### src/rtl/signed_adder_pkg.sv
`default_nettype none
// +--------------------------------------------------------------------+
// | signed_adder_pkg: shared width, types and sign-extension helper     |
// | Revision: 1.0                                                       |
// +--------------------------------------------------------------------+
package signed_adder_pkg;

  localparam int DEFAULT_WIDTH = 4;

  typedef logic signed [DEFAULT_WIDTH-1:0] operand_t;
  typedef logic signed [DEFAULT_WIDTH:0]   sum_t;

  function automatic sum_t sign_ext(input operand_t v);
    return {v[DEFAULT_WIDTH-1], v};
  endfunction

endpackage
`default_nettype wire

### src/rtl/full_adder_cell.sv
`default_nettype none
// +--------------------------------------------------------------------+
// | full_adder_cell: one-bit full adder, link of the ripple chain       |
// | Revision: 1.0                                                       |
// +--------------------------------------------------------------------+
module full_adder_cell (
  input  logic a,
  input  logic b,
  input  logic cin,
  output logic s,
  output logic cout
);

  logic w_half;

  assign w_half = a ^ b;
  assign s      = w_half ^ cin;
  assign cout   = (a & b) | (cin & w_half);

endmodule
`default_nettype wire

### src/rtl/signed_adder_reg.sv
`default_nettype none
// +--------------------------------------------------------------------+
// | signed_adder_reg: registered full-precision two's-complement adder  |
// | Revision: 1.0                                                       |
// +--------------------------------------------------------------------+
module signed_adder_reg
  import signed_adder_pkg::*;
#(
  parameter int WIDTH = DEFAULT_WIDTH
) (
  input  logic                    clk,
  input  logic                    reset,
  input  logic signed [WIDTH-1:0] A,
  input  logic signed [WIDTH-1:0] B,
  output logic signed [WIDTH:0]   C
);

  logic [WIDTH:0]       w_a_ext;
  logic [WIDTH:0]       w_b_ext;
  logic [WIDTH:0]       w_sum;
  logic [WIDTH+1:0]     w_carry;
  logic                 w_carry_unused;
  logic signed [WIDTH:0] c_d;
  logic signed [WIDTH:0] c_q;

  assign w_a_ext    = {A[WIDTH-1], A};
  assign w_b_ext    = {B[WIDTH-1], B};
  assign w_carry[0] = 1'b0;

  for (genvar i = 0; i <= WIDTH; i++) begin : g_fa
    full_adder_cell u_fa (
      .a    (w_a_ext[i]),
      .b    (w_b_ext[i]),
      .cin  (w_carry[i]),
      .s    (w_sum[i]),
      .cout (w_carry[i+1])
    );
  end

  // Top carry carries no information once both operands are sign-extended.
  assign w_carry_unused = w_carry[WIDTH+1];

  assign c_d = w_sum;

  always_ff @(posedge clk or negedge reset) begin
    if (!reset) begin
      c_q <= '0;
    end else begin
      c_q <= c_d;
    end
  end

  assign C = c_q;

endmodule
`default_nettype wire

### config.mk
export PLATFORM = sky130hd
export DESIGN_NAME = signed_adder_reg
export DESIGN_NICKNAME = d
export VERILOG_FILES = /design/src/rtl/signed_adder_pkg.sv /design/src/rtl/full_adder_cell.sv /design/src/rtl/signed_adder_reg.sv
export SDC_FILE = /design/constraint.sdc
export NUM_CORES = 1
export LEC_CHECK = 0
export ABC_AREA = 1
export CAP_MARGIN = 20
export CORE_AREA = 3 3 40 42
export DETAILED_ROUTE_END_ITERATION = 6
export DIE_AREA = 0 0 43 45
export SKIP_CTS_REPAIR_TIMING = 1
export SYNTH_ARGS = -nofsm -noshare
export SYNTH_HDL_FRONTEND = slang
export SYNTH_HIERARCHICAL = 1
export SYNTH_SLANG_ARGS = --single-unit
### constraint.sdc
create_clock -name clk -period 0.8 [get_ports clk]
set_clock_uncertainty 0.05 [all_clocks]
set_input_delay 0.16 -clock clk [delete_from_list [all_inputs] [get_ports clk]]
set_output_delay 0.16 -clock clk [all_outputs]
set_load 0.01 [all_outputs]
### Placement density heat map, run 1

The die is cut into 9 by 9 equal tiles; white is low, dark blue is high, 0 to 100% covered.
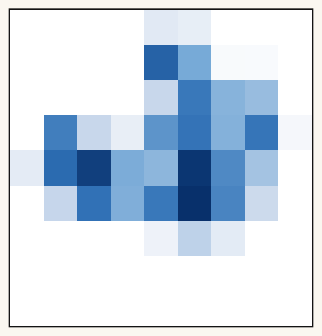
- densest ninth of the die: center
- fullest tile: 100%
- emptiest ninth of the die: north-west

### Metal 2, run 1

Bar = 10 um.
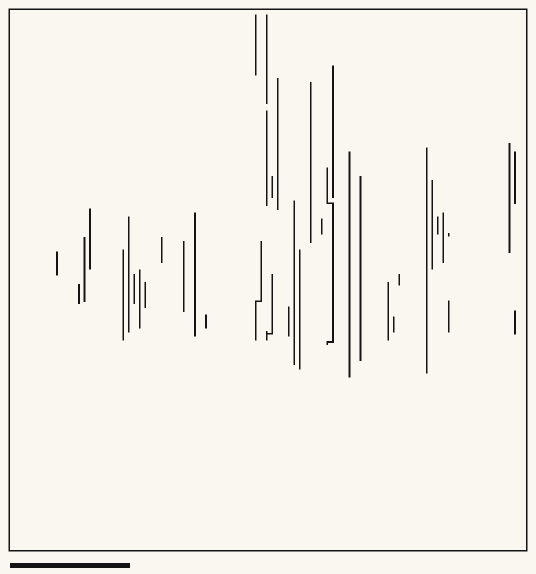
- main direction: vertical
- wire length on this layer: 263 um

==> run summary, run 1 <==
status - complete, but fails checks
violations in the final reports - setup timing
average vias per placed instance - 3.400
Non-Filler Instances - 45
Pwr Density - 1910 nW/um2
Starting Density - 17.82%
mapped cell area - 229.0 um2
Final Cycle Share - 264.6%
CTS root buf - clkbuf_4
Core ar. - 1285 um2
Clk pwr share - 36.4%
fraction of layout instances using a drive strength above 1 - 50.00%
worst path required time - 0.85 ns
WL/cell - 10.82 um
crit path time final - 2.117 ns
GPL Wtd Cong - 0.7684
number of cells in Yosys stat - 11
Highest Clock Rate - 472.4 MHz
number of max-cap violations - 0
via count - 153
ANT cells - 0
Clock net power - 0.284 mW
Clock Path Buffers - 2
Setup TNS - -3.642 ns
worst setup slack after layout - -1.317 ns
Logic pwr share - 23.7%
Top Consumer - registers
Yosys top cell area share - 54.64%
fin nets - 46
arrival time of the worst setup path - 2.17 ns
Seq share, synth - 54.64%
worst vdd ir - 0.6400 mV
RSZ-0062 raised after global routing - true
Die Size - 1935 um2
number of flip-flops in the largest register - 5
die y size - 45 um
Rows - 13
Net Switching - 0.1940 mW
global-route wire length before repair - 731 um
Pwr Total - 0.7792 mW
Avg Synthesized Cell Area - 20.82 um2
synth top area cells - dfrtp_1, fa_1, conb_1
CP Class - in2reg
largest net degree at the start of global routing - 6
Syn Nets - 26
area grow syn2layout - 78.14%
crit path from - B[0]
Power Combinational - 0.185 mW
Setup violations, final - 9
Reg clk slew, reported paths - 0.04 ns
### Met3 routing, run 1

Bar = 10 um.
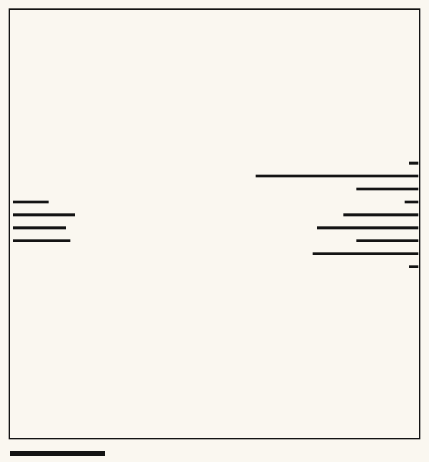
- wire length on this layer: 81.2 um
- share of all routed wire: 17%

## run 1: metrics by stage
stage               utilization, %  area [um2]
global placement             31.55       405.4
floorplan                        -       239.0
finish                       31.74       407.9
detailed placement           31.55       405.4
CTS                          33.59       431.7
global route                 31.74       407.9
## run 1: cells in the mapped netlist (all sizes together)
cell and number:
dfrtp 5, conb 1, fa 5
## run 1: metal layers
metal  up-vias  wire length (um)  track usage, %
li1         68                 -               -
met1        72               143           5.051
met2        13               262           8.683
met3         0                81           4.781
met4         0                 0           5.422
met5         -                 0               0
## run 1: layout by cell type, fill, tap and decap left out, drive strengths merged
cell type | netlist | routed
fa | 5 | 5
dlymetal6s2s | 0 | 2
clkbuf | 0 | 10
clkdlybuf4s50 | 0 | 5
dfrtp | 5 | 5
conb | 1 | 1
buf | 0 | 2
## run 1: cell type report
class,count,area [um2]
tap,15,18.77
multi-input combinational,6,113.9
sequential,5,125.1
clock buffer,4,26.28
fill,137,877.1
timing repair buffer,15,123.9
## run 1: critical path: stages
cell,delay (ns)
buf_6,0.10
fa_2,0.35
fa_2,0.36
fa_2,0.37
fa_2,0.37
fa_1,0.46
## run 1: kinds of logic after synthesis
logic type / Yosys count / synth area share, %
flops: 5 / 54.64
fa+ha+maj: 5 / 43.72
other cells: 1 / 1.638
## run 1: worst min path at each step
stage                     cells past startpoint             end   from  slack [ns]
after floorplan                               0  C[0]$_DFF_PN0_  reset       -0.19
after global placement                        1  C[0]$_DFF_PN0_  reset        0.33
after detailed placement                      1  C[1]$_DFF_PN0_  reset        0.34
after CTS                                     1  C[1]$_DFF_PN0_  reset        0.08
after global routing                          1  C[0]$_DFF_PN0_  reset        0.11
final                                         1  C[1]$_DFF_PN0_  reset        0.08
==> run 1 -> run 2 <==
Settings changed: GPL_TIMING_DRIVEN from default to 0.
### Met3 routing, run 2

Bar = 10 um.
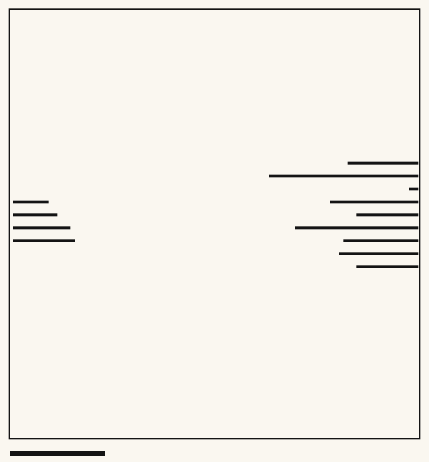
- share of all routed wire: 22%
- wire length on this layer: 92.7 um

### Cell classes on the final placement, run 2

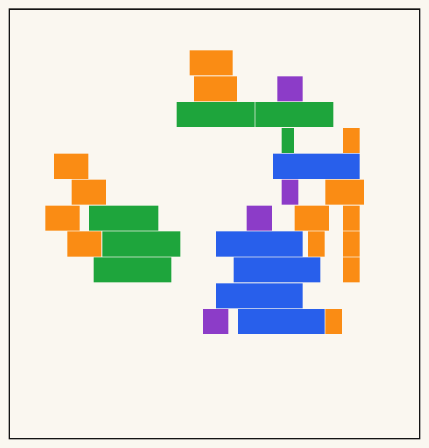
- remaining buffers and delay cells: orange (cells 14; share of their area 30%)
- clock drivers and dummy loads: purple (cells 4; share of their area 7.2%)
- registers: blue (cells 5; share of their area 33%)
- remaining logic cells: green (cells 6; share of their area 30%)

### Metal 2, run 2

Bar = 10 um.
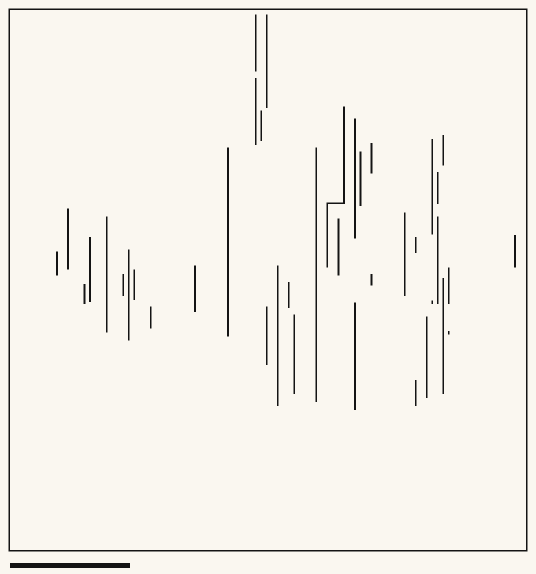
- main direction: vertical
- nets with wire on the layer: 38

==> run 2 against run 1 <==
  * The flow still finishes with violations (setup timing)
  * Cell count down 2.2%
  * Design area down 1.5%
  * Core utilization down 0.49 points
  * Critical endpoint unchanged
  * Largest cell class unchanged
  * Highest routed layer unchanged
==> run summary, run 2 <==
Rows - 13 (unchanged)
status - complete, but fails checks
worst setup slack after layout - -1.296 ns (+0.02037 ns)
logic share of the area - 28.35% (+0.43 points)
main flop type - dfrtp_1
comb area leader - adder cells
Compound-Gate Fraction of Synth Area - 0% (unchanged)
Setup violations, final - 9 (unchanged)
RSZ-0062 raised after global routing - true
fin nets - 45 (-2.2%)
Setup TNS - -3.626 ns (+0.01629 ns)
ANT cells - 0 (unchanged)
CP Class - in2reg
die y size - 45 um (unchanged)
Async S/R FF share, synth - 100.0% (unchanged)
comb. cell area - 113.9 um2 (unchanged)
worst path required time - 0.86 ns (about the same)
XOR/XNOR Area Share - 0% (unchanged)
average vias per placed instance - 3.409 (+0.27%)
mapped cell area - 229.0 um2 (unchanged)
violations in the final reports - setup timing
GPL Wtd Cong - 0.7673 (-0.14%)
run 2: worst max path at each step:
| stage | startpoint | to | slack [ns] | cells past startpoint |
|---|---|---|---|---|
| finish | B[0] | C[4]$_DFF_PN0_ | -1.30 | 6 |
| global route | B[0] | C[4]$_DFF_PN0_ | -1.34 | 6 |
| CTS | A[0] | C[4]$_DFF_PN0_ | -1.65 | 6 |
| detailed placement | A[0] | C[4]$_DFF_PN0_ | -1.91 | 6 |
| global placement | A[0] | C[4]$_DFF_PN0_ | -1.88 | 6 |
| floorplan | A[0] | C[4]$_DFF_PN0_ | -1.37 | 5 |
run 2: cells by family (layout without fill, tap and decap cells):
kind of cell | count (synthesis) | in the layout
flip-flops | 5 | 5
adder cells (fa/ha/maj) | 5 | 5
other | 1 | 1
buffers and inverters | 0 | 18
run 2: report_power, final:
| group | leakage [nW] | switching [mW] | internal, mW |
|---|---|---|---|
| logic | 0.113 | 0.0855 | 0.0948 |
| clock network | 0.0177 | 0.107 | 0.181 |
| registers | 0.0583 | 0.0116 | 0.300 |
run 2: metal layers:
| layer | up-vias | track usage (%) | share of wire [%] |
|---|---|---|---|
| met4 | 0 | 7.229 | 0 |
| li1 | 66 | - | - |
| met2 | 13 | 9.281 | 53 |
| met3 | 0 | 4.382 | 22 |
| met1 | 71 | 3.258 | 25 |
| met5 | - | 0 | 0 |
run 2: worst max-delay path, cell delays in order:
cell   delay [ns]
buf_6        0.09
fa_2         0.35
fa_2         0.36
fa_2         0.37
fa_2         0.37
fa_1         0.46
==> run 2 -> run 3 <==
Settings changed: CORE_AREA 3 3 40 42 to 5 5 42 44, CTS_CLUSTER_SIZE from default to 16, DIE_AREA 0 0 43 45 to 0 0 47 49, GPL_ROUTABILITY_DRIVEN from default to 1.
### Cell classes on the final placement, run 3

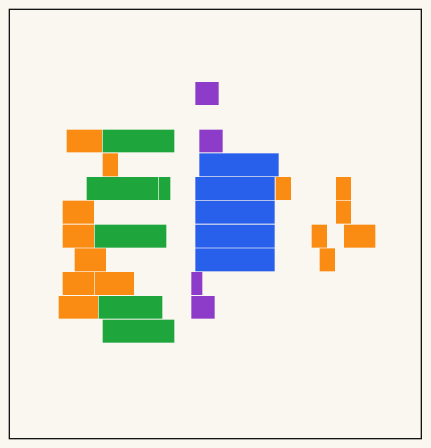
flop share of the area: 31.15%
final instance area: 401.6 um2
post-layout util: 28.66%
Rows: 14

### Met3 routing, run 3

Bar = 10 um.
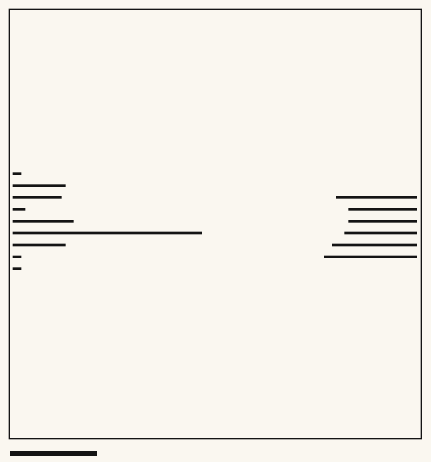
Total Wirelength: 496 um
met3 usage: 3.690%
via count: 149

==> run 3 against run 2 <==
  * The run still ends with setup timing left
  * Setup slack worse by 0.024 ns
  * Non-clock buffer count unchanged
  * Maximum frequency down 1.1%
  * Critical path depth stayed put
  * Die area rose by 19%
  * Design area unchanged
  * Highest routed layer unchanged
  * Combinational power increased by 2%
  * Flip-flop count unchanged
  * First-iteration DRC count is the same
  * Cell count rose by 2.3%
  * Largest cell class unchanged
==> run summary, run 3 <==
Clock Path Buffers - 2
Sw Share - 24.60% (-1.6 points)
Final Hold Viols - 0
Critical Path Start Type - input port
violations in the final reports - setup timing
Clk pwr share - 36.1% (-0.9 points)
worst setup slack after layout - -1.321 ns (-0.02427 ns)
worst path required time - 0.85 ns (about the same)
Reg power frac - 40.2% (+0.3 points)
Yosys top cell area share - 54.64%
number of max-cap violations - 0
placed cells - 41
number of cells in Yosys stat - 11
status - complete, but fails checks
CP Class - in2reg
max-slew violations - 0
worst vdd ir - 0.4011 mV
ANT cells - 0 (unchanged)
Core ar. - 1401 um2
crit path max fanout - 1
gr usage total - 5.282%
Setup violations, final - 9 (unchanged)
P_int - 0.5838 mW (+1.5%)
Setup TNS - -3.681 ns (-0.05521 ns)
hold crit path type - in2async
global-route wire length before repair - 759 um
fraction of layout instances using a drive strength above 1 - 48.28%
clk sinks - 5
GPL Wtd Cong - 0.6881 (-10%)
Starting Density - 16.34%
RSZ-0062 raised after global routing - true
area grow syn2layout - 75.41%
average vias per placed instance - 3.311 (-2.9%)
main flop type - dfrtp_1
Seq share, synth - 54.64%
hold slack - 0.08691 ns
fin nets - 45 (unchanged)
Syn Nets - 26
Net Switching - 0.1905 mW (-6.7%)
mapped cell area - 229.0 um2 (unchanged)
Logic pwr share - 23.8% (+0.7 points)
Tool Warnings - 29
die y size - 49 um (+8.9%)
Async S/R FF share, synth - 100.0% (unchanged)
Pwr Total - 0.7744 mW
drt first pass iters - 1
LEAKAGE - 0.1863 nW
### Metal 2, run 3

Bar = 10 um.
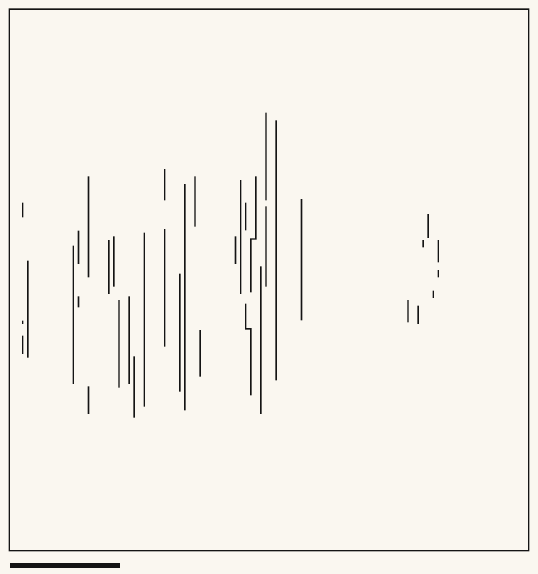
- wire length on this layer: 244 um
- main direction: vertical
- longest straight run: 23.5 um
- nets with wire on the layer: 36
- share of all routed wire: 49%

==> run 3: cell counts after synthesis <==
Identical to the previous run, type by type.
==> run 3: cells by family (layout without fill, tap and decap cells) <==
group,count (synthesis),count (layout),synth area share [%]
adder cells (fa/ha/maj),5,5,43.72
buffers and inverters,0,18,0
flip-flops,5,5,54.64
other,1,1,1.638
==> run 3: area by class of cell <==
cell class / instances / area, um2 / area share (%)
clock buffers: 4 / 26.28 / 6.542
multi-input cells: 6 / 113.9 / 28.35
flip-flops and latches: 5 / 125.1 / 31.15
well taps: 16 / 20.02 / 4.984
repair buffers: 14 / 116.4 / 28.97
==> run 3: final timing paths <==
| check | from | to | slack (ns) |
|---|---|---|---|
| setup / recovery | B[0] | C[4]$_DFF_PN0_ | -1.32 |
| hold / removal | reset | C[1]$_DFF_PN0_ | 0.09 |
| max in group asynchronous | reset | C[4]$_DFF_PN0_ | 0.43 |
| min in group clk | B[0] | C[0]$_DFF_PN0_ | 0.17 |
==> run 3: worst max-delay path, cell delays in order <==
cell and delay (ns):
buf_6 0.09, fa_2 0.36, fa_2 0.36, fa_2 0.37, fa_2 0.37, fa_1 0.45
==> run 3: metal layers <==
layer,routed length [um],global-route usage [%],up-vias
li1,-,-,65
met1,153,4.587,69
met2,243,7.240,15
met3,100,3.690,0
met4,0,5.530,0
met5,0,0,-
==> run 3: power groups by stage <==
stage	clock [mW]	sequential (mW)	combinational, mW
floorplan	0	0.342	0.0370
detailed placement	0	0.316	0.240
CTS	0.293	0.312	0.240
finish	0.279	0.311	0.184
global route	0.307	0.316	0.211
global placement	0	0.314	0.224
Power and IR drop assume default switching activity.
